### src/rtl/fe_fetch_pkg.sv
// Shared front-end definitions: default sizes, reset PC and the fetch-queue entry layout.
package fe_fetch_pkg;

    localparam int FE_WORD_SIZE = 16;
    localparam int FE_DEPTH     = 4;
    localparam logic [FE_WORD_SIZE-1:0] FE_RESET_PC = 16'h0000;

    typedef struct packed {
        logic [FE_WORD_SIZE-1:0] pc;
        logic [FE_WORD_SIZE-1:0] instr;
    } fe_fetch_entry_s;

endpackage

### src/rtl/fe_fifo.sv
// Synchronous pointer-based FIFO with flush; occupancy is tracked by the owner, so no full/empty flags.
module fe_fifo #(
    parameter int WIDTH_P = 32,
    parameter int DEPTH_P = 4
) (
    input  logic               clk_i,
    input  logic               reset_n_i,
    input  logic               flush_i,
    input  logic               push_i,
    input  logic [WIDTH_P-1:0] data_i,
    input  logic               pop_i,
    output logic [WIDTH_P-1:0] data_o
);

    localparam int AW = $clog2(DEPTH_P);

    logic [WIDTH_P-1:0] r_mem [DEPTH_P];
    logic [AW-1:0]      r_wr_ptr;
    logic [AW-1:0]      r_rd_ptr;

    always_ff @(posedge clk_i or negedge reset_n_i) begin
        if (!reset_n_i) begin
            r_wr_ptr <= '0;
            r_rd_ptr <= '0;
        end else if (flush_i) begin
            r_wr_ptr <= '0;
            r_rd_ptr <= '0;
        end else begin
            if (push_i) r_wr_ptr <= r_wr_ptr + 1'b1;
            if (pop_i)  r_rd_ptr <= r_rd_ptr + 1'b1;
        end
    end

    always_ff @(posedge clk_i) begin
        if (push_i && !flush_i) r_mem[r_wr_ptr] <= data_i;
    end

    // Head is read combinationally so the consumer sees it in the cycle after the write.
    assign data_o = r_mem[r_rd_ptr];

endmodule

### src/rtl/fe_fetch.sv
// Instruction fetch stage: PC, credit-limited word fetch, in-order instruction queue, redirect flush.
module fe_fetch
    import fe_fetch_pkg::*;
#(
    parameter int                     WORD_SIZE_P = FE_WORD_SIZE,
    parameter int                     DEPTH_P     = FE_DEPTH,
    parameter logic [WORD_SIZE_P-1:0] RESET_PC_P  = FE_RESET_PC
) (
    input  logic                   clk_i,
    input  logic                   reset_n_i,
    output logic                   imem_v_o,
    output logic [WORD_SIZE_P-1:0] imem_addr_o,
    input  logic                   imem_ready_i,
    input  logic                   imem_data_v_i,
    input  logic [WORD_SIZE_P-1:0] imem_data_i,
    input  logic                   redirect_v_i,
    input  logic [WORD_SIZE_P-1:0] redirect_pc_i,
    output logic                   instr_v_o,
    output logic [WORD_SIZE_P-1:0] instr_o,
    output logic [WORD_SIZE_P-1:0] instr_pc_o,
    input  logic                   instr_ready_i
);

    localparam int            CW      = $clog2(DEPTH_P) + 1;
    localparam logic [CW:0]   DEPTH_C = (CW+1)'(DEPTH_P);

    logic [WORD_SIZE_P-1:0]   r_pc;
    logic [CW-1:0]            r_count;
    logic [CW-1:0]            r_out;
    logic [CW-1:0]            r_drop;

    logic                     w_credit;
    logic                     w_accept;
    logic                     w_resp_keep;
    logic                     w_resp_drop;
    logic                     w_deq;
    logic [WORD_SIZE_P-1:0]   w_tag;
    logic [2*WORD_SIZE_P-1:0] w_head;

    // Queued plus kept-in-flight may never exceed the queue size, so the queue cannot overflow.
    assign w_credit    = ({1'b0, r_count} + {1'b0, r_out}) < DEPTH_C;
    assign imem_v_o    = reset_n_i && !redirect_v_i && w_credit;
    assign imem_addr_o = r_pc;
    assign w_accept    = imem_v_o && imem_ready_i;

    assign w_resp_drop = imem_data_v_i && (r_drop != '0);
    assign w_resp_keep = imem_data_v_i && (r_drop == '0) && !redirect_v_i;

    assign instr_v_o   = (r_count != '0);
    assign w_deq       = instr_v_o && instr_ready_i && !redirect_v_i;
    assign instr_o     = instr_v_o ? w_head[WORD_SIZE_P-1:0]             : '0;
    assign instr_pc_o  = instr_v_o ? w_head[2*WORD_SIZE_P-1:WORD_SIZE_P] : '0;

    always_ff @(posedge clk_i or negedge reset_n_i) begin
        if (!reset_n_i) begin
            r_pc    <= RESET_PC_P;
            r_count <= '0;
            r_out   <= '0;
            r_drop  <= '0;
        end else if (redirect_v_i) begin
            // Every unreturned request becomes a drop, less the response consumed right now.
            r_pc    <= redirect_pc_i;
            r_count <= '0;
            r_out   <= '0;
            r_drop  <= r_drop + r_out - CW'(imem_data_v_i);
        end else begin
            if (w_accept) r_pc <= r_pc + 1'b1;
            r_count <= r_count + CW'(w_resp_keep) - CW'(w_deq);
            r_out   <= r_out + CW'(w_accept) - CW'(w_resp_keep);
            r_drop  <= r_drop - CW'(w_resp_drop);
        end
    end

    fe_fifo #(
        .WIDTH_P (WORD_SIZE_P),
        .DEPTH_P (DEPTH_P)
    ) u_tag_q (
        .clk_i     (clk_i),
        .reset_n_i (reset_n_i),
        .flush_i   (redirect_v_i),
        .push_i    (w_accept),
        .data_i    (r_pc),
        .pop_i     (w_resp_keep),
        .data_o    (w_tag)
    );

    fe_fifo #(
        .WIDTH_P (2*WORD_SIZE_P),
        .DEPTH_P (DEPTH_P)
    ) u_instr_q (
        .clk_i     (clk_i),
        .reset_n_i (reset_n_i),
        .flush_i   (redirect_v_i),
        .push_i    (w_resp_keep),
        .data_i    ({w_tag, imem_data_i}),
        .pop_i     (w_deq),
        .data_o    (w_head)
    );

endmodule

### config.mk
export PLATFORM = sky130hd
export DESIGN_NAME = fe_fetch
export DESIGN_NICKNAME = d
export VERILOG_FILES = /design/src/rtl/fe_fetch_pkg.sv /design/src/rtl/fe_fifo.sv /design/src/rtl/fe_fetch.sv
export SDC_FILE = /design/constraint.sdc
export NUM_CORES = 1
export LEC_CHECK = 0
export CAP_MARGIN = 0
export CORE_ASPECT_RATIO = 0.8
export CORE_MARGIN = 1
export CORE_UTILIZATION = 39
export CTS_CLUSTER_SIZE = 20
export DETAILED_ROUTE_END_ITERATION = 12
export SYNTH_ARGS = -nofsm -noshare
export SYNTH_HDL_FRONTEND = slang
export SYNTH_HIERARCHICAL = 1
export SYNTH_SLANG_ARGS = --single-unit
### constraint.sdc
create_clock -name clk_i -period 3.1 [get_ports clk_i]
set_input_delay 0.62 -clock clk_i [delete_from_list [all_inputs] [get_ports clk_i]]
set_output_delay 0.62 -clock clk_i [all_outputs]
set_load 0.005 [all_outputs]
==> results_tabular.tex <==
% Synthesis and place-and-route results
\begin{tabular}{lr}
\hline
Metric & Value \\
\hline
\multicolumn{2}{l}{\textbf{Status}} \\
\quad Status & finished, final reports clean \\
\multicolumn{2}{l}{\textbf{Timing}} \\
\quad Hold Violations, Final & 0 \\
\quad Unrepaired setup endpoints after global routing & false \\
\quad Count of pins over their slew limit & 0 \\
\multicolumn{2}{l}{\textbf{Clocking}} \\
\quad Later-pin clock latency in the skew report & 0.51 ns \\
\quad Cells resized by post-CTS repair & 0 \\
\quad Number of buffers inserted by post-CTS setup repair & 0 \\
\multicolumn{2}{l}{\textbf{Final layout}} \\
\quad Number of filler cells placed in the layout & 1965 \\
\quad Number of flip-flops under the largest register name & 128 \\
\quad Biggest register & u\_instr\_q/r\_mem \\
\quad Net total in the final layout & 682 \\
\quad Antenna Diode Count & 0 \\
\quad Post-route insts no fill & 950 \\
\multicolumn{2}{l}{\textbf{Power and ir drop}} \\
\quad Power density relative to cell area & 684 nW/um\^{}2 \\
\multicolumn{2}{l}{\textbf{Placement}} \\
\quad \# port buffers & 87 \\
\quad Gpl congestion & 0.809 \\
\quad Worst slack after detailed placement & 0.157 ns \\
\multicolumn{2}{l}{\textbf{Drt}} \\
\quad DRC violations left & 0 \\
\quad DR iter-0 viols & 368 \\
\quad Total number of vias & 4838 \\
\multicolumn{2}{l}{\textbf{GRT}} \\
\quad Vias in the first global route & 5029 \\
\quad GRT Util Overall & 14.2\% \\
\quad Pin count of the biggest net entering global routing & 36 \\
\quad Global-route wire length before repair & 27100 um \\
\multicolumn{2}{l}{\textbf{Yosys}} \\
\quad Yosys aoi share & 3.09\% \\
\quad Xor/xnor cell area share of the yosys netlist & 1.04\% \\
\quad Most frequent cells after synthesis & edfxtp\_1 (192), nor2b\_1 (37), mux4\_2 (34) \\
\quad Share of synthesized cell area in full adder, half adder and majority cells & 3.34\% \\
\quad Netlist cell types & 38 \\
\quad Post-synth top flop & edfxtp\_1 \\
\quad Cell Area, Synth & 9300 um\^{}2 \\
\multicolumn{2}{l}{\textbf{Run}} \\
\quad Maximum Capacitance Violations & 0 \\
\multicolumn{2}{l}{\textbf{Floorplan}} \\
\quad Total die area & 24500 um\^{}2 \\
\multicolumn{2}{l}{\textbf{Hold path}} \\
\quad Type of the worst min-delay path & flop to flop \\
\multicolumn{2}{l}{\textbf{Setup path}} \\
\quad Critical path peak fanout & 18 \\
\hline
\end{tabular}
-- final timing paths --
path,to,slack [ns],start,depth (start not counted)
worst max-delay path,instr_o[3],0.11,u_instr_q/r_rd_ptr[0]$_DFFE_PN0P_,4
max in group asynchronous,u_instr_q/r_rd_ptr[0]$_DFFE_PN0P_,2.13,reset_n_i,2
min in group asynchronous,r_out[0]$_DFF_PN0_,0.64,reset_n_i,2
worst max register to register,r_count[2]$_DFF_PN0_,0.71,r_count[1]$_DFF_PN0_,10
worst min register to register,r_drop[2]$_DFF_PN0_,0.49,r_drop[2]$_DFF_PN0_,1
worst min-delay path,r_drop[2]$_DFF_PN0_,0.49,r_drop[2]$_DFF_PN0_,1
-- worst max-delay path, stage by stage (launching register included) --
cell	delay (ns)
dfrtp_2	0.45
buf_12	0.22
mux4_1	0.60
nor2b_1	0.15
clkdlybuf4s50_1	0.45
-- layer usage --
metal / vias to the layer above / part of all wire (%) / global-route usage (%)
li1: 2220 / - / -
met1: 2429 / 48 / 20.2
met4: 0 / 1.3 / 3.30
met2: 169 / 46 / 22.9
met3: 20 / 5.4 / 2.44
met5: - / 0 / 0
-- cell type report --
class | count | area, um^2 | area share, %
flip-flops and latches | 225 | 6590 | 58.1
multi-input cells | 243 | 2480 | 21.8
repair buffers | 110 | 1150 | 10.1
clock buffers | 30 | 612 | 5.39
well taps | 312 | 390 | 3.44
inverters | 18 | 68.8 | 0.606
clock inverters | 12 | 67.6 | 0.595
-- where the power goes --
| part | switching [mW] | internal, mW | leakage, nW |
|---|---|---|---|
| Combinational | 0.713 | 0.940 | 1.33 |
| Clock | 1.08 | 1.40 | 0.337 |
| Sequential | 0.178 | 3.45 | 2.15 |
-- timing repair --
action | 4_1_cts | 5_1_grt
endpoints found under the hold margin | 0 | 0
hold buffers | 0 | 0
setup endpoints to repair | 0 | 2
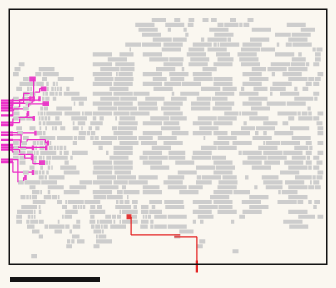
(images/port_nets.png)
Scale bar: 50 um.
- instr_ready_i: red (direction input; edge bottom; end cells 1; buffers 1; wire 64.3 um)
- redirect_pc_i: magenta (direction input; edge left; end cells 16; buffers 16; wire 262 um)

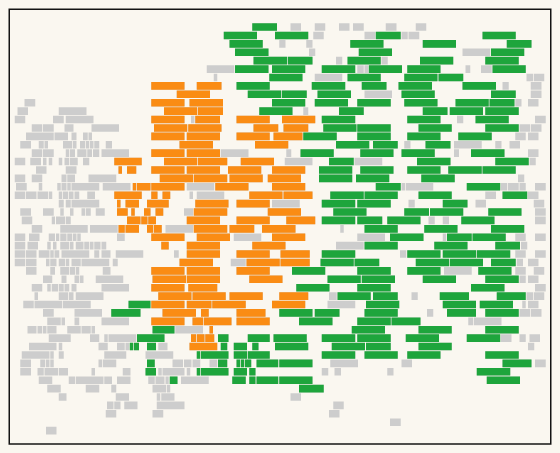
(images/hierarchy.png)
- u_tag_q: orange (cells 111)
- u_instr_q: green (cells 191)
- not coloured: 336

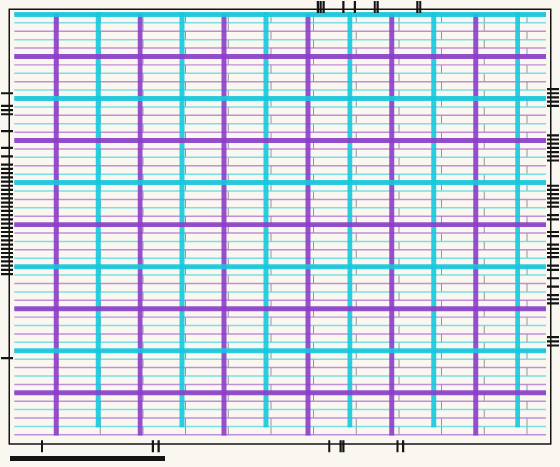
(images/pdn.png)
Scale bar: 50 um. Pins as bars on the die edge. Tap cells in grey.
- VSS: purple
- VDD: cyan
- tap cells: 312
- met5 straps: 10
- rows: 50
- met4 straps: 12
- met1 rails: 51
vertical extent of the die: 140 um
worst ir drop on vdd: 0.385 mV
placeable core area: 23400 um^2
horizontal die size: 175 um

Power figures rest on the tool's default switching activity, not on a simulated workload.
